`config.mk`:
```
export PLATFORM = sky130hd
export DESIGN_NAME = param_up_down_counter_flat
export DESIGN_NICKNAME = d
export VERILOG_FILES = /design/src/rtl/param_up_down_counter_pkg.sv /design/src/rtl/param_up_down_counter_if.sv /design/src/rtl/param_up_down_counter_next_count.sv /design/src/rtl/param_up_down_counter.sv /design/src/flat_wrapper.sv
export SDC_FILE = /design/constraint.sdc
export NUM_CORES = 1
export LEC_CHECK = 0
export ABC_AREA = 1
export CORE_AREA = 2 2 39 41
export CTS_CLUSTER_DIAMETER = 60
export DETAILED_ROUTE_END_ITERATION = 10
export DIE_AREA = 0 0 41 43
export GPL_TIMING_DRIVEN = 1
export MAX_ROUTING_LAYER = met4
export PLACE_DENSITY = 0.71
export RECOVER_POWER = 25
export SLEW_MARGIN = 10
export SYNTH_ARGS = -nofsm -noshare
export SYNTH_HDL_FRONTEND = slang
export SYNTH_HIERARCHICAL = 1
export SYNTH_SLANG_ARGS = --single-unit
```
`constraint.sdc`:
```
create_clock -name clk -period 2.2 [get_ports clk]
set_input_delay 0.22 -clock clk [delete_from_list [all_inputs] [get_ports clk]]
set_output_delay 0.22 -clock clk [all_outputs]
set_load 0.02 [all_outputs]
```
`src/rtl/param_up_down_counter_pkg.sv`:
```
// Shared types and helpers for the parameterised up/down counter.
package udc_pkg;

  localparam int UDC_DEFAULT_WIDTH = 4;

  typedef enum logic [1:0] {
    UDC_HOLD = 2'd0,
    UDC_UP   = 2'd1,
    UDC_DOWN = 2'd2
  } udc_dir_e;

  // Next count over a 16-bit container; callers truncate to their own width.
  // cnt never exceeds max_val, so +1 cannot carry past the caller's width.
  function automatic logic [15:0] udc_next_cnt(input logic [15:0] cnt,
                                               input udc_dir_e    dir,
                                               input logic [15:0] max_val,
                                               input logic        sat);
    logic [15:0] r;
    r = cnt;
    case (dir)
      UDC_UP: begin
        if (cnt == max_val) r = sat ? cnt : 16'd0;
        else                r = cnt + 16'd1;
      end
      UDC_DOWN: begin
        if (cnt == 16'd0) r = sat ? cnt : max_val;
        else              r = cnt - 16'd1;
      end
      default: r = cnt;
    endcase
    return r;
  endfunction

endpackage

```
`src/rtl/param_up_down_counter_if.sv`:
```
// Control/status bundle between a counter user (master) and the counter (slave).
interface param_up_down_counter_if
  import udc_pkg::*;
#(
  parameter int WIDTH = UDC_DEFAULT_WIDTH
);
  logic             up;
  logic             down;
  logic             clear;
  logic             load;
  logic [WIDTH-1:0] load_val;
  logic [WIDTH-1:0] count_out;
  logic             rollover_flag;
  logic             underflow_flag;
  logic             at_max;
  logic             at_zero;

  modport master (
    output up, down, clear, load, load_val,
    input  count_out, rollover_flag, underflow_flag, at_max, at_zero
  );

  modport slave (
    input  up, down, clear, load, load_val,
    output count_out, rollover_flag, underflow_flag, at_max, at_zero
  );
endinterface

```
`src/rtl/param_up_down_counter_next_count.sv`:
```
// Direction decode and next-count/event computation (purely combinational).
// PARAM_UP_DOWN_COUNTER_SAT_EN selects saturate-at-limits instead of wrap.
module udc_next_count
  import udc_pkg::*;
#(
  parameter int               WIDTH   = UDC_DEFAULT_WIDTH,
  parameter logic [WIDTH-1:0] MAX_VAL = '1
) (
  input  logic [WIDTH-1:0] count,
  input  logic             up,
  input  logic             down,
  output logic [WIDTH-1:0] nxt_count,
  output logic             roll_evt,
  output logic             undr_evt
);
`ifdef PARAM_UP_DOWN_COUNTER_SAT_EN
  localparam logic SAT = 1'b1;
`else
  localparam logic SAT = 1'b0;
`endif

  udc_dir_e dir;

  // Opposing requests cancel out to a hold.
  always_comb begin
    dir = UDC_HOLD;
    if (up && !down)      dir = UDC_UP;
    else if (down && !up) dir = UDC_DOWN;
  end

  assign nxt_count = WIDTH'(udc_next_cnt(16'(count), dir, 16'(MAX_VAL), SAT));
  assign roll_evt  = (dir == UDC_UP)   && (count == MAX_VAL);
  assign undr_evt  = (dir == UDC_DOWN) && (count == '0);

endmodule

```
`src/rtl/param_up_down_counter.sv`:
```
// Up/down counter with terminal count, load/clear and one-cycle wrap flags.
// Define PARAM_UP_DOWN_COUNTER_SAT_EN to saturate at the limits instead of wrapping.
module param_up_down_counter
  import udc_pkg::*;
#(
  parameter int WIDTH        = UDC_DEFAULT_WIDTH,
  parameter int ROLLOVER_VAL = (1 << WIDTH) - 1
) (
  input logic                     clk,
  input logic                     rst,
  param_up_down_counter_if.slave  bus
);
  localparam logic [WIDTH-1:0] MAX = WIDTH'(ROLLOVER_VAL);

  logic [WIDTH-1:0] count_q, count_d;
  logic             roll_q, roll_d;
  logic             undr_q, undr_d;
  logic [WIDTH-1:0] step_cnt;
  logic             step_roll, step_undr;

  udc_next_count #(
    .WIDTH   (WIDTH),
    .MAX_VAL (MAX)
  ) u_next (
    .count     (count_q),
    .up        (bus.up),
    .down      (bus.down),
    .nxt_count (step_cnt),
    .roll_evt  (step_roll),
    .undr_evt  (step_undr)
  );

  // clear > load > up/down; flags only come from the count path.
  always_comb begin
    count_d = count_q;
    roll_d  = 1'b0;
    undr_d  = 1'b0;
    if (bus.clear) begin
      count_d = '0;
    end else if (bus.load) begin
      count_d = (bus.load_val > MAX) ? MAX : bus.load_val;
    end else begin
      count_d = step_cnt;
      roll_d  = step_roll;
      undr_d  = step_undr;
    end
  end

  always_ff @(posedge clk or posedge rst) begin
    if (rst) begin
      count_q <= '0;
      roll_q  <= 1'b0;
      undr_q  <= 1'b0;
    end else begin
      count_q <= count_d;
      roll_q  <= roll_d;
      undr_q  <= undr_d;
    end
  end

  assign bus.count_out      = count_q;
  assign bus.rollover_flag  = roll_q;
  assign bus.underflow_flag = undr_q;
  assign bus.at_max         = (count_q == MAX);
  assign bus.at_zero        = (count_q == '0);

endmodule

```
`src/flat_wrapper.sv`:
```
// flat-port wrapper written by rule: the top's interface ports become plain ports
module param_up_down_counter_flat import udc_pkg::*;
#(
  parameter int WIDTH        = UDC_DEFAULT_WIDTH,
  parameter int ROLLOVER_VAL = (1 << WIDTH) - 1
)
  (clk, rst, bus_up, bus_down, bus_clear, bus_load, bus_load_val, bus_count_out, bus_rollover_flag, bus_underflow_flag, bus_at_max, bus_at_zero);
  param_up_down_counter_if #(.WIDTH(WIDTH)) bus_i ();
  input logic clk;
  input logic rst;
  input wire logic [$bits(bus_i.up)-1:0] bus_up;
  input wire logic [$bits(bus_i.down)-1:0] bus_down;
  input wire logic [$bits(bus_i.clear)-1:0] bus_clear;
  input wire logic [$bits(bus_i.load)-1:0] bus_load;
  input wire logic [$bits(bus_i.load_val)-1:0] bus_load_val;
  output wire logic [$bits(bus_i.count_out)-1:0] bus_count_out;
  output wire logic [$bits(bus_i.rollover_flag)-1:0] bus_rollover_flag;
  output wire logic [$bits(bus_i.underflow_flag)-1:0] bus_underflow_flag;
  output wire logic [$bits(bus_i.at_max)-1:0] bus_at_max;
  output wire logic [$bits(bus_i.at_zero)-1:0] bus_at_zero;
  assign bus_i.up = bus_up;
  assign bus_i.down = bus_down;
  assign bus_i.clear = bus_clear;
  assign bus_i.load = bus_load;
  assign bus_i.load_val = bus_load_val;
  assign bus_count_out = bus_i.count_out;
  assign bus_rollover_flag = bus_i.rollover_flag;
  assign bus_underflow_flag = bus_i.underflow_flag;
  assign bus_at_max = bus_i.at_max;
  assign bus_at_zero = bus_i.at_zero;
  param_up_down_counter #(.WIDTH(WIDTH), .ROLLOVER_VAL(ROLLOVER_VAL)) u_core (.clk(clk), .rst(rst), .bus(bus_i));
endmodule
```
==> images/layer_met1.png <==
The bar under the picture is 10 um long.
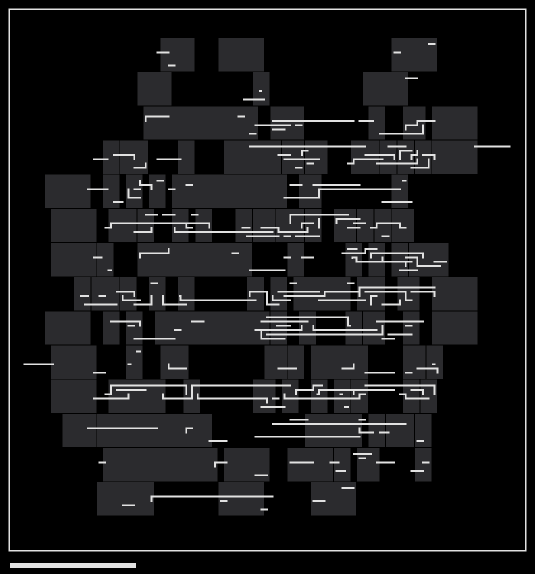
nets with wire on the layer: 105
wire length on this layer: 398 um
longest straight run: 10.6 um

==> images/placement_by_type.png <==
Fill, decap, tap and diode cells in grey.
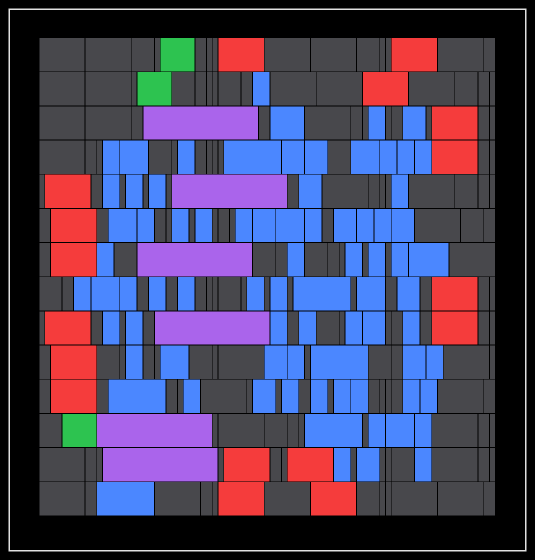
[other buffers and delay cells] red | cells: 17 | share of their area: 23%
[combinational and other logic] blue | cells: 78 | share of their area: 53%
[clock drivers] green | cells: 3 | share of their area: 3.1%
[flops] purple | cells: 6 | share of their area: 20%

==> images/wires.png <==
The bar under the picture is 10 um long. Two of the layers only.
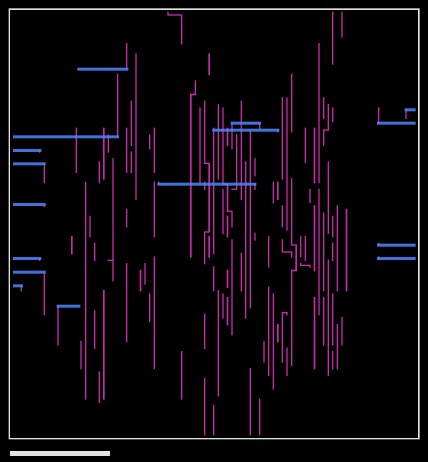
[metal 2] magenta | wire length: 595 um
[metal 3] blue | wire length: 62.4 um

==> results.txt <==
Physical implementation

The element type at the critical path end is a primary output. The later-pin clock latency in the skew report is 0.24 ns. The yosys synthesis warning count is 6. For this sky-water flow run, the detailed-routed wirelength per cell is reported as 8.98 um. The maximum vdd drop is around 0.00028 V. The total global routing track utilization is 15.6%. The share of total power in the clock network is 27.9%. Headroom to the max-slew limit came out at 72.6%.

The dominant power group in this design is registers. The busiest layer in global routing is met2. The clock net sink count is 6. In the setup report, the worst path falls into the class reg2out.

The launch point of the worst register-to-register path is recorded as u_core/bus.count_out[0]. The proportion of netlist area held by the largest area contributor is between 20% and 30%. Per the layout report, the design carries 164 filler cells. The first detailed-routing pass took 5 iterations.

Counting endpoints that fail hold in the final report gives 0. Pins over their slew limit in the final report were tallied at 0. The post-synthesis cell count from yosys is approximately 85. The met2 track demand over resource in global routing is 23.8%. Looking at the clock tree report, the H-tree level count equals 1. The number of cells on the worst reg-to-reg path is 10. The area overhead of the layout relative to synthesis is 36.5%. The nature of the critical path startpoint is a register. According to the timing report, the data required time at the worst endpoint equals 1.98 ns. The category of cells accounting for the largest share of critical-path delay is buffers and inverters. The clock passes through at most 2 buffers. In the detailed route, the total length drawn on met3 is 62 um. The met3 usage is 3.14%. Data on the critical path arrives at its endpoint at 1.60 ns.

The number of distinct library cells after synthesis is 20. The kind of path behind the tightest hold check is in2async. The detailed-route wire length on metal 1 is 397 um. Setup repair after global routing left no endpoint under its margin. The largest individual stage delay along the critical path comes from the cell clkdlybuf4s50_1. The synthesized design spends more area on one cell type than any other, namely dfrtp_1.

The flow ran to the end, and the final reports show no timing, DRC or antenna violations. The number of max-capacitance violations reported is 0. The via count of the first global-routing pass is 446.
-- kinds of logic (layout without fill, tap and decap cells) --
| kind of cell | after synthesis | in the layout |
|---|---|---|
| flip-flops | 6 | 6 |
| AND-OR/OR-AND | 10 | 10 |
| AND/OR/NAND/NOR | 46 | 46 |
| buffers and inverters | 19 | 38 |
| adder cells (fa/ha/maj) | 4 | 4 |
-- stage by stage --
step	setup slack, ns	cell area, um^2	std cells
after global placement	0.561	731	117
after global routing	0.272	753	120
after floorplan	0.718	552	85
final	0.381	753	120
after CTS	0.360	753	120
after detailed placement	0.521	731	117
-- layout make-up --
class	instances	area, um^2	area share (%)
Clock buffer	3	22.5	2.99
Tap cell	16	20.0	2.66
Timing Repair Buffer	17	170	22.6
Sequential cell	6	150	19.9
Multi-Input combinational cell	60	323	42.9
Inverter	18	67.6	8.97
Power is estimated from default activity; no workload was simulated.
